$ cat config.mk
export PLATFORM = sky130hd
export DESIGN_NAME = rec4_packer
export DESIGN_NICKNAME = d
export VERILOG_FILES = /design/src/rtl/rec_pkg.sv /design/src/rtl/rec4_packer.sv
export SDC_FILE = /design/constraint.sdc
export NUM_CORES = 1
export LEC_CHECK = 0
export CAP_MARGIN = 20
export CORE_UTILIZATION = 38
export CTS_CLUSTER_SIZE = 25
export DETAILED_ROUTE_END_ITERATION = 12
export PLACE_DENSITY = 0.72
export SLEW_MARGIN = 15
export SYNTH_ARGS = -nofsm -noshare
export SYNTH_HDL_FRONTEND = slang
export SYNTH_SLANG_ARGS = --single-unit
$ cat constraint.sdc
create_clock -name clk -period 3 [get_ports clk]
set_clock_uncertainty 0.2 [all_clocks]
set_input_delay 0.6 -clock clk [delete_from_list [all_inputs] [get_ports clk]]
set_output_delay 0.6 -clock clk [all_outputs]
set_load 0.005 [all_outputs]
$ cat src/rtl/rec_pkg.sv
// Shared record layout for the byte packer and the downstream adder.
// Field offsets live here so producer and consumer never disagree.
package rec_pkg;

  localparam int FIELD_W = 8;
  localparam int RW      = 4 * FIELD_W + 1;

  localparam int X_LSB   = 0;
  localparam int Y_LSB   = FIELD_W;
  localparam int Z_LSB   = 2 * FIELD_W;
  localparam int W_LSB   = 3 * FIELD_W;
  localparam int CIN_BIT = 4 * FIELD_W;

  typedef enum logic {
    COLLECT = 1'b0,
    DISCARD = 1'b1
  } state_e;

endpackage

$ cat src/rtl/rec4_packer.sv
// Packs four accepted bytes plus a carry-in into one registered record,
// flagging groups that end early (short) or run past four beats (long).
module rec4_packer
  import rec_pkg::*;
#(
  parameter int CNT_W = 16
) (
  input  logic               clk,
  input  logic               rst_n,
  input  logic               in_valid,
  output logic               in_ready,
  input  logic [FIELD_W-1:0] in_data,
  input  logic               in_last,
  input  logic               in_cin,
  output logic               out_valid,
  input  logic               out_ready,
  output logic [RW-1:0]      out_rec,
  output logic               err_short,
  output logic               err_long,
  output logic [CNT_W-1:0]   rec_count
);

  state_e             state_q, state_d;
  logic [1:0]         idx_q, idx_d;
  logic [FIELD_W-1:0] x_q, x_d;
  logic [FIELD_W-1:0] y_q, y_d;
  logic [FIELD_W-1:0] z_q, z_d;
  logic [RW-1:0]      rec_q, rec_d;
  logic               vld_q, vld_d;
  logic               es_q, es_d;
  logic               el_q, el_d;
  logic [CNT_W-1:0]   cnt_q, cnt_d;
  logic               acc;
  logic               take;

  // Only the 4th beat needs a free output slot.
  assign in_ready = !(state_q == COLLECT && idx_q == 2'd3
                      && vld_q && !out_ready);
  assign acc  = in_valid && in_ready;
  assign take = vld_q && out_ready;

  always_comb begin
    state_d = state_q;
    idx_d   = idx_q;
    x_d     = x_q;
    y_d     = y_q;
    z_d     = z_q;
    rec_d   = rec_q;
    vld_d   = vld_q && !out_ready;
    es_d    = 1'b0;
    el_d    = 1'b0;
    cnt_d   = cnt_q + CNT_W'(take);
    unique case (state_q)
      COLLECT: begin
        if (acc) begin
          if (idx_q != 2'd3) begin
            if (in_last) begin
              es_d  = 1'b1;
              idx_d = 2'd0;
            end else begin
              idx_d = idx_q + 2'd1;
              unique case (idx_q)
                2'd0:    x_d = in_data;
                2'd1:    y_d = in_data;
                default: z_d = in_data;
              endcase
            end
          end else begin
            rec_d[X_LSB +: FIELD_W] = x_q;
            rec_d[Y_LSB +: FIELD_W] = y_q;
            rec_d[Z_LSB +: FIELD_W] = z_q;
            rec_d[W_LSB +: FIELD_W] = in_data;
            rec_d[CIN_BIT]          = in_cin;
            vld_d = 1'b1;
            idx_d = 2'd0;
            if (!in_last) begin
              el_d    = 1'b1;
              state_d = DISCARD;
            end
          end
        end
      end
      DISCARD: begin
        if (acc && in_last) begin
          state_d = COLLECT;
          idx_d   = 2'd0;
        end
      end
      default: state_d = COLLECT;
    endcase
  end

  always_ff @(posedge clk) begin
    if (!rst_n) begin
      state_q <= COLLECT;
      idx_q   <= 2'd0;
      x_q     <= '0;
      y_q     <= '0;
      z_q     <= '0;
      rec_q   <= '0;
      vld_q   <= 1'b0;
      es_q    <= 1'b0;
      el_q    <= 1'b0;
      cnt_q   <= '0;
    end else begin
      state_q <= state_d;
      idx_q   <= idx_d;
      x_q     <= x_d;
      y_q     <= y_d;
      z_q     <= z_d;
      rec_q   <= rec_d;
      vld_q   <= vld_d;
      es_q    <= es_d;
      el_q    <= el_d;
      cnt_q   <= cnt_d;
    end
  end

  assign out_valid = vld_q;
  assign out_rec   = rec_q;
  assign err_short = es_q;
  assign err_long  = el_q;
  assign rec_count = cnt_q;

endmodule
**Layout detail**

Region (27, 46) to (67, 86) µm. Cells in gray, sequential cells in the stronger gray; small squares are vias.
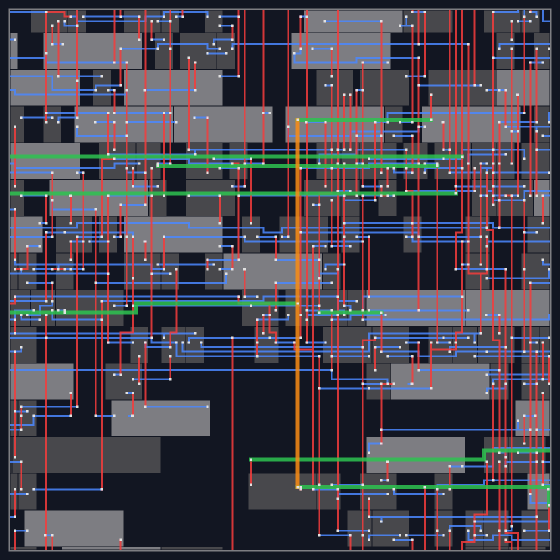
| color | layer |
|---|---|
| green | M3 |
| red | M2 |
| blue | M1 |
| orange | M4 |
sequential cells in the window: 21
most frequent: nand2_1 (37), a21boi_0 (22), dfxtp_1 (21)
netlist names of flops here include: out_rec (9), y_q (5), x_q (3)
cells with their middle in the window: 113

**Selected gate families**

Drawn at 4 px/µm.
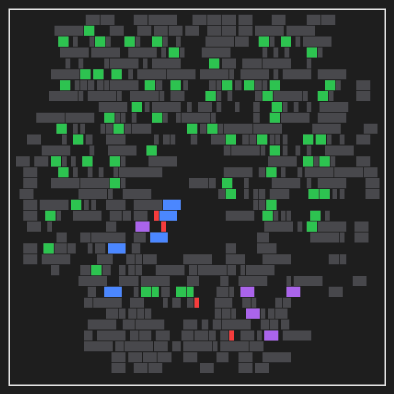
| color | family | cells |
|---|---|---|
| red | inv cells | 4 |
| green | aoi and oai cells | 63 |
| blue | fa/ha/maj cells | 5 |
| purple | mux cells | 5 |

**Register map, names as in the netlist**

Drawn at 4 px/µm. Other sequential cells in the stronger gray, the rest of the logic in the fainter gray.
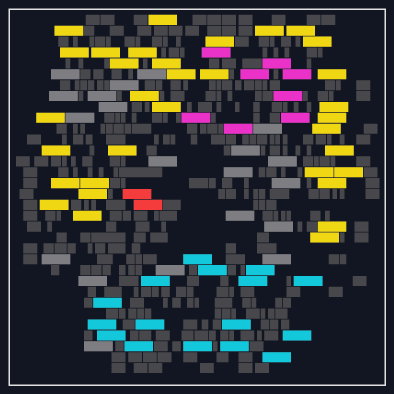
| color | name in the netlist | placed flops |
|---|---|---|
| magenta | y_q | 8 |
| yellow | out_rec | 33 |
| cyan | rec_count | 16 |
| red | idx_q | 2 |

==> impl_results.rst <==
Physical design figures
=======================

.. list-table::
   :header-rows: 1

   * - Metric
     - Value
   * - Most instantiated flip-flop cell in the synthesis netlist
     - dfxtp_1
   * - Drt initial violations
     - 80
   * - Post-Route WL
     - 6660 µm
   * - Most heavily used metal layer in global routing
     - met2
   * - Worst rel slew slack
     - 0.563
   * - TritonCTS clock tree
     - yes
   * - Share of Yosys cell area claimed by the top area cell type
     - 0.496
   * - Hold-fix buffer count after cts
     - 0
   * - Simple-gate area share of the yosys netlist
     - 0.256
   * - Maximum buffer depth of the clock tree
     - 2
   * - Inverters, non-clock
     - 4
   * - Worst hold path cell count
     - 2
   * - Final instance count without filler cells
     - 530
   * - Row count
     - 33
   * - Total power
     - 1.93 mW
   * - Leakage power total
     - 1.42 nW
   * - Count of pins over their slew limit
     - 0
   * - Wire length the detailed router placed on met1
     - 3170 µm
   * - Startpoint of the lowest-slack register-to-register path
     - idx_q[0]
   * - Chip area in the Yosys report
     - 3190 µm²
   * - Switching part of the total
     - 0.230
   * - Routability-driven placement congestion ratio
     - 0.742
   * - HPWL reported at the end of detailed placement
     - 4430 µm
   * - Cell family with the largest share of critical-path delay
     - buffers and inverters
   * - Routed wire length per instance
     - 12.6 µm
   * - Type of the tightest min-delay check
     - reg2reg
   * - Final Instance Area
     - 4090 µm²
   * - Highest routed layer
     - met4
   * - Critical Path RT
     - 2.20 ns
   * - Die area
     - 8760 µm²
   * - Aoi share
     - 0.152
   * - Min cycle time layout
     - 2.61 ns
   * - Final setup slack of the worst path
     - 0.385 ns
   * - Arrival time at the worst endpoint
     - 1.81 ns
   * - Leading post-synthesis cells by cell area
     - dfxtp_1 (50%), a21boi_0 (12%), nand2_1 (12%)
   * - Synth Register Bits
     - 79
   * - Port Buf Inserts
     - 66
   * - Final-layout worst hold slack
     - 0.256 ns
   * - Post-synthesis average cell area
     - 8.83 µm²
   * - Area leader, netlist
     - dfxtp_1
   * - Via count of the first global-routing pass
     - 2312
   * - Number of buffers inserted by post-CTS setup repair
     - 0
   * - Share of post-route cells with drive strength above 1
     - 0.0541
   * - Met2 WL
     - 3100 µm
   * - Fraction of synthesized cell area in xor and xnor cells
     - 0.0220
   * - Sequential Power
     - 1.07 mW
   * - Cell variety after synth
     - 31
   * - Total of max-cap violations
     - 0
   * - Async S/R FF share, synth
     - 0
   * - Combinational cell area excluding buffers and inverters
     - 1490 µm²
   * - Number of vias after detailed routing
     - 2547
   * - Crit path cell chain
     - clkdlybuf4s50_1, nand4bb_1, clkdlybuf4s50_1
   * - Post-placement worst setup slack
     - 0.243 ns
   * - Antenna violations before repair
     - 0
   * - Delay of the slowest cell on the worst path
     - 0.55 ns
   * - Buffering overhead
     - 0.168
   * - I/O pin cnt
     - 67
   * - Yosys cell count
     - 361
   * - Most numerous logic cell after layout
     - nand2_1
   * - Initial Util
     - 0.390
   * - Number of buffers created by CTS
     - 9
   * - Fillcell total
     - 801
   * - Clock network contribution to total cell area
     - 0.0459
   * - Post-synth tally of flip-flops with integrated enable
     - 0
   * - GR Util met3
     - 0.0301
   * - Result of the run
     - complete, no violations
   * - Sink of the worst hold path
     - out_rec[8]
   * - Comb gates
     - 257
   * - Unrepaired setup endpoints after global routing
     - no
   * - Slack of the worst reg-to-reg path
     - 0.84 ns
   * - Final-report hold violation count
     - 0
   * - Final-layout setup total negative slack
     - 0 ns
   * - Count of non-CTS buffers in the layout
     - 70
   * - Combined global-route utilization of all metal layers
     - 0.160
   * - Clk Latency, worst-skew pair
     - 0.34 ns
   * - Finished Core Util
     - 0.500
   * - Endpoint of the most critical setup path
     - in_ready
   * - Pin count of the biggest net entering global routing
     - 84
   * - Internal
     - 1.48 mW
   * - Depth of the worst register-to-register path
     - 6
   * - Area post-placement
     - 3900 µm²
   * - Critical R2R Capture
     - z_q[5]
   * - Stages on worst setup path
     - 3
   * - WP buf/inv
     - 2
   * - Global-route wire length before repair
     - 10800 µm
   * - Combinational cell fraction of total power
     - 0.051
   * - Part of the Yosys area used for sequential elements
     - 0.496
   * - Max FFs per register
     - 33
   * - Top fanout value on the critical path
     - 3
   * - Number of gates given a new drive strength after cts
     - 0
   * - Floorplan core area
     - 8180 µm²
   * - Share of the clock period used by the worst path
     - 0.872
   * - Multiplexer area fraction after synthesis
     - 0.0157
Power is estimated from default activity; no workload was simulated.
